run_1/wires.png
Scale bar: 20 µm.
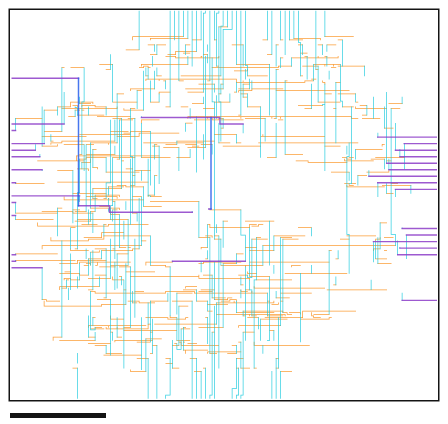
run_1/flops_by_reg.png
Other sequential cells in the stronger grey, the rest of the logic in the fainter grey.
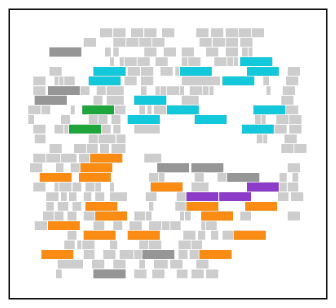
run_1/clk_routes.png
Scale bar: 20 µm.
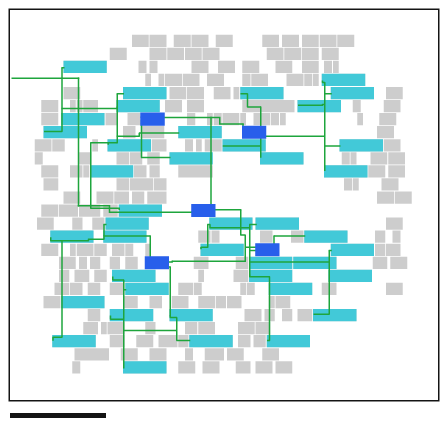
File: config.mk
export PLATFORM = sky130hd
export DESIGN_NAME = board_mem_scheduler_flat
export DESIGN_NICKNAME = d
export VERILOG_FILES = /design/src/rtl/board_mem_scheduler_if.sv /design/src/rtl/board_mem_scheduler.sv /design/src/flat_wrapper.sv
export SDC_FILE = /design/constraint.sdc
export NUM_CORES = 1
export LEC_CHECK = 0
export CAP_MARGIN = 25
export CORE_ASPECT_RATIO = 0.9
export CORE_MARGIN = 5
export CORE_UTILIZATION = 30
export DETAILED_ROUTE_END_ITERATION = 7
export PLACE_DENSITY_LB_ADDON = 0.2
export SLEW_MARGIN = 0
export SYNTH_ARGS = -nofsm -noshare
export SYNTH_HDL_FRONTEND = slang
export SYNTH_SLANG_ARGS = --single-unit
File: constraint.sdc
create_clock -name clk_in -period 2 [get_ports clk_in]
set_clock_uncertainty 0.15 [all_clocks]
set_input_delay 0.6 -clock clk_in [delete_from_list [all_inputs] [get_ports clk_in]]
set_output_delay 0.6 -clock clk_in [all_outputs]
set_load 0.005 [all_outputs]
File: src/rtl/board_mem_scheduler_if.sv
// Bus bundle between the board memory scheduler, its two requesters and the BRAM.
// master = scheduler side, slave = requester/BRAM side.
interface board_mem_scheduler_if #(
   parameter int ADDR_W = 12
) ();
   logic              ren_req_in;
   logic [ADDR_W-1:0] ren_addr_in;
   logic              ren_rvalid_out;
   logic              ren_rdata_out;

   logic              eng_req_in;
   logic              eng_we_in;
   logic [ADDR_W-1:0] eng_addr_in;
   logic              eng_wdata_in;
   logic              eng_gnt_out;
   logic              eng_rvalid_out;
   logic              eng_rdata_out;

   logic [ADDR_W-1:0] mem_addr_out;
   logic              mem_we_out;
   logic              mem_wdata_out;
   logic              mem_rdata_in;

   modport master (
      input  ren_req_in, ren_addr_in,
      output ren_rvalid_out, ren_rdata_out,
      input  eng_req_in, eng_we_in, eng_addr_in, eng_wdata_in,
      output eng_gnt_out, eng_rvalid_out, eng_rdata_out,
      output mem_addr_out, mem_we_out, mem_wdata_out,
      input  mem_rdata_in
   );

   modport slave (
      output ren_req_in, ren_addr_in,
      input  ren_rvalid_out, ren_rdata_out,
      output eng_req_in, eng_we_in, eng_addr_in, eng_wdata_in,
      input  eng_gnt_out, eng_rvalid_out, eng_rdata_out,
      input  mem_addr_out, mem_we_out, mem_wdata_out,
      output mem_rdata_in
   );
endinterface

File: src/rtl/board_mem_scheduler.sv
// Shares the single-port board BRAM between the render read path (fixed priority) and the
// life engine, and launches one generation per vertical blank when running or stepped.
module board_mem_scheduler #(
   parameter int ADDR_W  = 12,
   parameter int MEM_LAT = 2,
   parameter int GEN_W   = 16
) (
   input  logic             clk_in,
   input  logic             rstn_in,
   input  logic             vsync_in,
   input  logic             run_in,
   input  logic             step_in,
   board_mem_scheduler_if.master bus,
   output logic             eng_start_out,
   input  logic             eng_done_in,
   output logic [GEN_W-1:0] gen_count_out,
   output logic             busy_out,
   output logic             overrun_out
);

   typedef enum logic [1:0] {
      IDLE = 2'd0,
      RUN  = 2'd1,
      DONE = 2'd2
   } state_t;

   state_t            r_state;
   state_t            w_nextState;
   logic              w_enterRun;
   logic              r_stepPending;
   logic              r_startPulse;
   logic [GEN_W-1:0]  r_genCount;
   logic              r_overrun;

   logic              w_engGnt;
   logic              w_engRead;
   logic [ADDR_W-1:0] r_memAddr;
   logic              r_memWe;
   logic              r_memWdata;
   logic [MEM_LAT:0]  r_renTag;
   logic [MEM_LAT:0]  r_engTag;

   always_comb begin
      w_nextState = r_state;
      w_enterRun  = 1'b0;
      case (r_state)
         IDLE: begin
            if (vsync_in && (run_in || r_stepPending || step_in)) begin
               w_nextState = RUN;
               w_enterRun  = 1'b1;
            end
         end
         RUN: begin
            if (eng_done_in) begin
               w_nextState = DONE;
            end
         end
         DONE:    w_nextState = IDLE;
         default: w_nextState = IDLE;
      endcase
   end

   always_ff @(posedge clk_in or negedge rstn_in) begin
      if (!rstn_in) begin
         r_state       <= IDLE;
         r_stepPending <= 1'b0;
         r_startPulse  <= 1'b0;
         r_genCount    <= '0;
         r_overrun     <= 1'b0;
      end else begin
         r_state      <= w_nextState;
         r_startPulse <= w_enterRun;
         // A step arriving on the very cycle we launch is consumed by that launch.
         if (w_enterRun) begin
            r_stepPending <= 1'b0;
         end else if (step_in) begin
            r_stepPending <= 1'b1;
         end
         if (r_state == RUN && eng_done_in) begin
            r_genCount <= r_genCount + GEN_W'(1);
         end
         if (r_state == RUN && vsync_in) begin
            r_overrun <= 1'b1;
         end
      end
   end

   assign w_engGnt  = bus.eng_req_in & ~bus.ren_req_in & (r_state == RUN);
   assign w_engRead = w_engGnt & ~bus.eng_we_in;

   always_ff @(posedge clk_in or negedge rstn_in) begin
      if (!rstn_in) begin
         r_memAddr  <= '0;
         r_memWe    <= 1'b0;
         r_memWdata <= 1'b0;
      end else if (bus.ren_req_in) begin
         r_memAddr <= bus.ren_addr_in;
         r_memWe   <= 1'b0;
      end else if (w_engGnt) begin
         r_memAddr  <= bus.eng_addr_in;
         r_memWe    <= bus.eng_we_in;
         r_memWdata <= bus.eng_wdata_in;
      end else begin
         r_memWe <= 1'b0;
      end
   end

   // Tags ride alongside the BRAM access so the returning bit lands on the port that asked.
   always_ff @(posedge clk_in or negedge rstn_in) begin
      if (!rstn_in) begin
         r_renTag <= '0;
         r_engTag <= '0;
      end else begin
         r_renTag <= {r_renTag[MEM_LAT-1:0], bus.ren_req_in};
         r_engTag <= {r_engTag[MEM_LAT-1:0], w_engRead};
      end
   end

   assign bus.eng_gnt_out    = w_engGnt;
   assign bus.mem_addr_out   = r_memAddr;
   assign bus.mem_we_out     = r_memWe;
   assign bus.mem_wdata_out  = r_memWdata;
   assign bus.ren_rvalid_out = r_renTag[MEM_LAT];
   assign bus.ren_rdata_out  = r_renTag[MEM_LAT] & bus.mem_rdata_in;
   assign bus.eng_rvalid_out = r_engTag[MEM_LAT];
   assign bus.eng_rdata_out  = r_engTag[MEM_LAT] & bus.mem_rdata_in;

   assign eng_start_out = r_startPulse;
   assign gen_count_out = r_genCount;
   assign busy_out      = (r_state == RUN);
   assign overrun_out   = r_overrun;

endmodule
File: src/flat_wrapper.sv
// flat-port wrapper written by rule: the top's interface ports become plain ports
module board_mem_scheduler_flat 
#(
   parameter int ADDR_W  = 12,
   parameter int MEM_LAT = 2,
   parameter int GEN_W   = 16
)
  (clk_in, rstn_in, vsync_in, run_in, step_in, eng_start_out, eng_done_in, gen_count_out, busy_out, overrun_out, bus_ren_req_in, bus_ren_addr_in, bus_ren_rvalid_out, bus_ren_rdata_out, bus_eng_req_in, bus_eng_we_in, bus_eng_addr_in, bus_eng_wdata_in, bus_eng_gnt_out, bus_eng_rvalid_out, bus_eng_rdata_out, bus_mem_addr_out, bus_mem_we_out, bus_mem_wdata_out, bus_mem_rdata_in);
  board_mem_scheduler_if #(.ADDR_W(ADDR_W)) bus_i ();
  input  logic clk_in;
  input  logic rstn_in;
  input  logic vsync_in;
  input  logic run_in;
  input  logic step_in;
  output logic eng_start_out;
  input  logic eng_done_in;
  output logic [GEN_W-1:0] gen_count_out;
  output logic busy_out;
  output logic overrun_out;
  input wire logic [$bits(bus_i.ren_req_in)-1:0] bus_ren_req_in;
  input wire logic [$bits(bus_i.ren_addr_in)-1:0] bus_ren_addr_in;
  output wire logic [$bits(bus_i.ren_rvalid_out)-1:0] bus_ren_rvalid_out;
  output wire logic [$bits(bus_i.ren_rdata_out)-1:0] bus_ren_rdata_out;
  input wire logic [$bits(bus_i.eng_req_in)-1:0] bus_eng_req_in;
  input wire logic [$bits(bus_i.eng_we_in)-1:0] bus_eng_we_in;
  input wire logic [$bits(bus_i.eng_addr_in)-1:0] bus_eng_addr_in;
  input wire logic [$bits(bus_i.eng_wdata_in)-1:0] bus_eng_wdata_in;
  output wire logic [$bits(bus_i.eng_gnt_out)-1:0] bus_eng_gnt_out;
  output wire logic [$bits(bus_i.eng_rvalid_out)-1:0] bus_eng_rvalid_out;
  output wire logic [$bits(bus_i.eng_rdata_out)-1:0] bus_eng_rdata_out;
  output wire logic [$bits(bus_i.mem_addr_out)-1:0] bus_mem_addr_out;
  output wire logic [$bits(bus_i.mem_we_out)-1:0] bus_mem_we_out;
  output wire logic [$bits(bus_i.mem_wdata_out)-1:0] bus_mem_wdata_out;
  input wire logic [$bits(bus_i.mem_rdata_in)-1:0] bus_mem_rdata_in;
  assign bus_i.ren_req_in = bus_ren_req_in;
  assign bus_i.ren_addr_in = bus_ren_addr_in;
  assign bus_ren_rvalid_out = bus_i.ren_rvalid_out;
  assign bus_ren_rdata_out = bus_i.ren_rdata_out;
  assign bus_i.eng_req_in = bus_eng_req_in;
  assign bus_i.eng_we_in = bus_eng_we_in;
  assign bus_i.eng_addr_in = bus_eng_addr_in;
  assign bus_i.eng_wdata_in = bus_eng_wdata_in;
  assign bus_eng_gnt_out = bus_i.eng_gnt_out;
  assign bus_eng_rvalid_out = bus_i.eng_rvalid_out;
  assign bus_eng_rdata_out = bus_i.eng_rdata_out;
  assign bus_mem_addr_out = bus_i.mem_addr_out;
  assign bus_mem_we_out = bus_i.mem_we_out;
  assign bus_mem_wdata_out = bus_i.mem_wdata_out;
  assign bus_i.mem_rdata_in = bus_mem_rdata_in;
  board_mem_scheduler #(.ADDR_W(ADDR_W), .MEM_LAT(MEM_LAT), .GEN_W(GEN_W)) u_core (.clk_in(clk_in), .rstn_in(rstn_in), .vsync_in(vsync_in), .run_in(run_in), .step_in(step_in), .bus(bus_i), .eng_start_out(eng_start_out), .eng_done_in(eng_done_in), .gen_count_out(gen_count_out), .busy_out(busy_out), .overrun_out(overrun_out));
endmodule
==> notes.md, run 1 <==
run metrics: Non-CTS inverters=2, via count=1,353, post-synth cell types=29, final tally of hold violations=0, mux frac, synth=8.44%, combinational gate power=0.000765 W, Clock Power Share=27.4%, Post-synth EDFFs=0, Adder Share, Synth=0.740%, power per cell area=884 nW/µm², Final GP Congestion=0.718, iteration-0 DRC count of the detailed router=48, Compound-Gate Fraction of Synth Area=5.48%, max-cap viol count=0, grt ovf=0, Seq pwr share=41.8%, Worst-Margin Slew=0.265 ns, Setup Total Neg Slack=0 ns, most frequent cells after synthesis=dfrtp_1, nand2_1, mux2i_1, core area=5560 µm², die height=81.2 µm, Die ar.=7240 µm², startpoint types=primary input, Largest cell class=sequential cells, clkbuf count=7, delay-heaviest family, CP=buffers and inverters, HPWL Detailed=2.91 mm, Commonest Layout Cell=clkdlybuf4s50_1, #MultiIn Comb=91, GR Layer Usage met2=18.1%, antenna cell count=0, DR pass1 iterations=3, clock-pin slew on the worst setup and hold paths=0.08 ns, relative slew slack=82.3%, reg2reg end=u_core.gen_count_out[10]$_DFFE_PN0P_, Non-Filler Instances=312, routed wl met2=1.99 mm, Dominant comb cell=simple AND/OR/NAND/NOR gates, status=finished, final reports clean, Basic Gates by Area=14.6%, fin util=50.5%, H-tree Lvls=2, logic share of the area=22.8%, Signal buf overhead=33.1%, TritonCTS clock tree=done, first-pass GRT wire length=6.57 mm, Layout area overhead=66.3%, Hold WS=0.108 ns, switching share of power=25.7%, DR top layer=met4, die width=89.1 µm, clk root buf=clkbuf_8, Clk power=0.000681 W, synthesized area=1690 µm², layout cells sized above 1=20.2%, GR Util All Layers=11.9%, vias in the first global route=1,311, tool warnings=27, sequential share of cell area=36.5%, Max Freq=0.510 GHz, most frequent cells in the layout=clkdlybuf4s50_1, dfrtp_1, buf_4, Pleak=1.30 nW, Synth Seq Share=60.7%, crit path cell chain=dlygate4sd2_1, and2_1, dlygate4sd2_1, via-per-instance ratio=4.34, P_seq=0.00104 W, area occupied by registers=1030 µm², Sink Count=41, max reg flops=16, Total Wirelength=4.11 mm, Slowest-stage cell, CP=dlygate4sd2_1, combinational gate area=641 µm², CP dominant cell by count=dlygate4sd2_1, tap cell count=70, Comb pwr share=30.8%, wire per inst=13.2 µm, Final Setup Violations=0, crit path DAT=1.21 ns, Inst Count DP=289, non-clock buffer count=100, initial cell density of the core=30.4%, clock buffers created by TritonCTS=5, Remaining DRCs=0, largest net degree at the start of global routing=42
Notes on wires.png above:
| colour | layer | wire length |
|---|---|---|
| purple | metal 3 | 275 µm |
| orange | metal 1 | 1,800 µm |
| cyan | metal 2 | 2,000 µm |
| blue | metal 4 | 45.6 µm |

Notes on flops_by_reg.png above:
| colour | name in the netlist | sequential cells |
|---|---|---|
| green | u_core.r_state | 2 |
| purple | u_core.r_renTag | 3 |
| orange | u_core.gen_count_out | 16 |
| cyan | u_core.bus.mem_addr_out | 12 |
not coloured: 8

Notes on clk_routes.png above:
[green] clock wires | length: 526 µm
[blue] clock drivers | count: 5
[cyan] flip-flops | count: 41
routed clock nets: 6

## run 1: what timing repair did
item	in CTS	in global routing
endpoints found under the setup margin	12	6
setup buffers	8	7
gates resized	15	5
pin swaps	2	1
hold endpoints to repair	0	0
cloned	0	0
## run 1: worst max-delay path by stage
stage | start | endpoint | slack [ns] | cells after the start
4_1_cts | u_core.r_state[1]$_DFFE_PN0P_ | bus_eng_gnt_out | -0.06 | 5
3_3_place_gp | bus_eng_req_in | bus_eng_gnt_out | -0.64 | 4
5_1_grt | u_core.gen_count_out[11]$_DFFE_PN0P_ | gen_count_out[11] | 0.003 | 1
6_report | bus_mem_rdata_in | bus_ren_rdata_out | 0.04 | 3
2_1_floorplan | bus_ren_req_in | bus_eng_gnt_out | 0.32 | 2
3_5_place_dp | bus_eng_req_in | bus_eng_gnt_out | -0.67 | 4
run_1/clocks.png
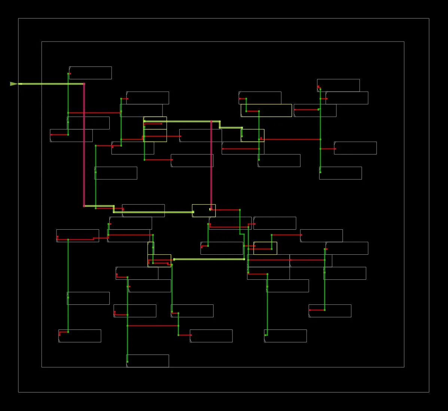

--- run 2 (diff from run 1) ---
==> constraint.sdc (replaced) <==
create_clock -name clk_in -period 2 [get_ports clk_in]
set_clock_uncertainty 0.15 [all_clocks]
set_input_delay 0.6 -clock clk_in [delete_from_list [all_inputs] [get_ports clk_in]]
set_output_delay 0.6 -clock clk_in [all_outputs]
set_load 0.01 [all_outputs]
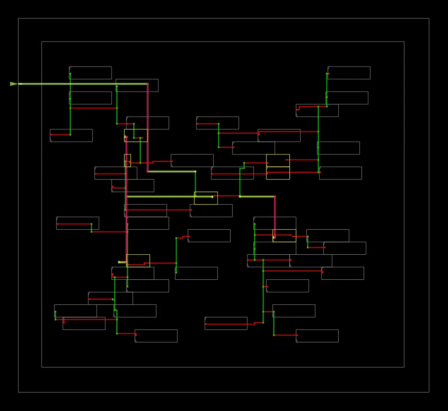
run_2/clocks.png
clock buffers created by TritonCTS: 5
clk_lat worst skew: 0.28 ns
Sink Count: 41
Clk power: 0.000533 W

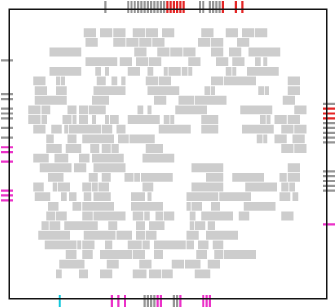
run_2/io_placement.png
Pins as bars across the die edge, other pins in grey.
| colour | port | pins | direction | edge |
|---|---|---|---|---|
| red | bus_mem_addr_out | 12 | output | 9 top, 3 right |
| magenta | gen_count_out | 16 | output | 9 bottom, 6 left, 1 right |
| cyan | rstn_in | 1 | input | bottom |

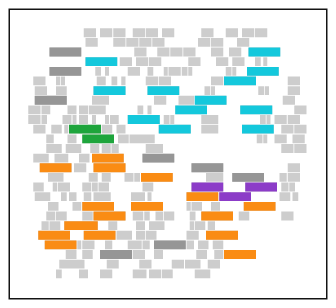
run_2/flops_by_reg.png
Other sequential cells in the stronger grey, the rest of the logic in the fainter grey.
| colour | name in the netlist | sequential cells |
|---|---|---|
| green | u_core.r_state | 2 |
| orange | u_core.gen_count_out | 16 |
| purple | u_core.r_renTag | 3 |
| cyan | u_core.bus.mem_addr_out | 12 |
not coloured: 8
area occupied by registers: 1030 µm²
P_seq: 0.00106 W
sequential share of cell area: 37.3%
fin util: 49.6%

==> run 2 against run 1 <==
  * Synthesized cell count unchanged
  * Die size unchanged
  * Sequential power about the same
  * First-iteration DRC count down 33%
  * Combinational power down 2%
  * Clock-buffer cell count unchanged
  * Synthesized area unchanged
  * Sequential share of layout area up 0.76 points
  * Total power down 6.1%
  * Flip-flop count unchanged
  * Global-route usage down 0.19 points
  * Worst setup slack better by 0.017 ns
  * Critical path type is now register to primary output
==> notes.md, run 2 <==
run metrics: routed wl met2=1.95 mm (was 1.99 mm), Remaining DRCs=0 (unchanged), layout cells sized above 1=19.1% (was 20.2%), core area=5560 µm² (unchanged), Internal=0.00168 W (was 0.00185 W), crit path from=u_core.bus.mem_addr_out[10]$_DFFE_PN0P_ (was bus_mem_rdata_in), Worst-Margin Slew=0.259 ns (was 0.265 ns), mux frac, synth=8.44% (unchanged), post-synth cell types=29 (unchanged), max reg flops=16 (unchanged), antenna cell count=0 (unchanged), switching share of power=28.2% (was 25.7%), synthesized area=1690 µm² (unchanged), Critical path destination=bus_mem_addr_out[10] (was bus_ren_rdata_out), die width=89.1 µm (unchanged), TritonCTS clock tree=done (unchanged), status=finished, final reports clean (unchanged), Total Wirelength=4.02 mm (was 4.11 mm), grt ovf=0 (unchanged), first-pass GRT wire length=6.42 mm (was 6.57 mm), met1 wire length=1.74 mm (was 1.80 mm), Commonest flop=dfrtp_1 (unchanged), Synth Seq Share=60.7% (unchanged), DR top layer=met4 (unchanged), initial cell density of the core=30.4% (unchanged), crit path DRT=1.25 ns (about the same), DR pass1 iterations=4 (was 3), most frequent cells after synthesis=dfrtp_1, nand2_1, mux2i_1 (unchanged), crit path DAT=1.19 ns (was 1.21 ns), via count=1,336 (was 1,353), GR Layer Usage met2=18.4% (was 18.1%), Final Max Tran Viols=0 (unchanged), Comb pwr share=32.0% (was 30.8%), clock-pin slew on the worst setup and hold paths=0.07 ns (was 0.08 ns), Seq pwr share=45.2% (was 41.8%), fillers=529 (was 533), Slowest-stage cell, CP=clkdlybuf4s50_1 (was dlygate4sd2_1), Clock Power Share=22.8% (was 27.4%), R2R setup slack=0.30 ns (was 0.29 ns), relative slew slack=82.7% (was 82.3%), HPWL Detailed=2.90 mm (was 2.91 mm), Pleak=1.40 nW (was 1.30 nW), startpoint types=register (was primary input), final tally of hold violations=0 (unchanged), Max Freq=0.515 GHz (was 0.510 GHz), Die ar.=7240 µm² (unchanged), power per cell area=847 nW/µm² (was 884 nW/µm²), H-tree Lvls=2 (unchanged), delay-heaviest family, CP=buffers and inverters (unchanged), iteration-0 DRC count of the detailed router=32 (was 48), wire per inst=13.1 µm (was 13.2 µm), max-cap viol count=0 (unchanged), via-per-instance ratio=4.37 (was 4.34), Layout area overhead=63.1% (was 66.3%), largest net degree at the start of global routing=42 (unchanged), GR Util All Layers=11.7% (was 11.9%), GR Layer Usage met3=3.65% (was 4.26%), Adder Share, Synth=0.740% (unchanged), combinational gate power=0.000747 W (was 0.000765 W), die height=81.2 µm (unchanged), reg2reg end=u_core.gen_count_out[10]$_DFFE_PN0P_ (unchanged), vias in the first global route=1,333 (was 1,311), Final GP Congestion=0.700 (was 0.718), Final Setup Violations=0 (unchanged), Compound-Gate Fraction of Synth Area=5.48% (unchanged), post-synth top area cell=dfrtp_1 (unchanged), clk root buf=clkbuf_8 (unchanged), Mapped Cells=139 (unchanged), Basic Gates by Area=14.6% (unchanged), most frequent cells in the layout=clkdlybuf4s50_1, dfrtp_1, buf_4 (unchanged), Top cell area share=60.7% (unchanged), Dominant comb cell=simple AND/OR/NAND/NOR gates (unchanged), Commonest Layout Cell=clkdlybuf4s50_1 (unchanged), Post-synth EDFFs=0 (unchanged), tool warnings=26 (was 27), CP Depth=1 (was 3), crit path cell chain=clkdlybuf4s50_1 (was dlygate4sd2_1, and2_1, dlygate4sd2_1)
run 2: stage by stage:
step	cells	hold slack, ns	utilization, %	instance area, µm²	TNS (ns)
6_report	306	0.116	49.6	2760	0
2_1_floorplan	139	0.154	-	1690	0
3_5_place_dp	290	0.186	46.6	2590	-3.12
4_1_cts	304	0.126	48.8	2720	0
5_1_grt	306	0.133	49.6	2760	0
3_3_place_gp	290	0.182	46.6	2590	-2.81
run 2: cell type report:
class,instances,area (µm²),area share [%]
Sequential cell,41,1030,37.3
Tap cell,70,87.6,3.18
Multi-Input combinational cell,91,636,23.0
Clock buffer,7,86.3,3.13
Inverter,2,7.51,0.272
Timing Repair Buffer,95,913,33.1
run 2: timing repair:
item	4_1_cts	5_1_grt
buffers inserted	7	2
resized	25	12
pin swaps	2	1
setup endpoints to repair	14	12
hold buffers	0	0
Power and IR drop assume default switching activity.
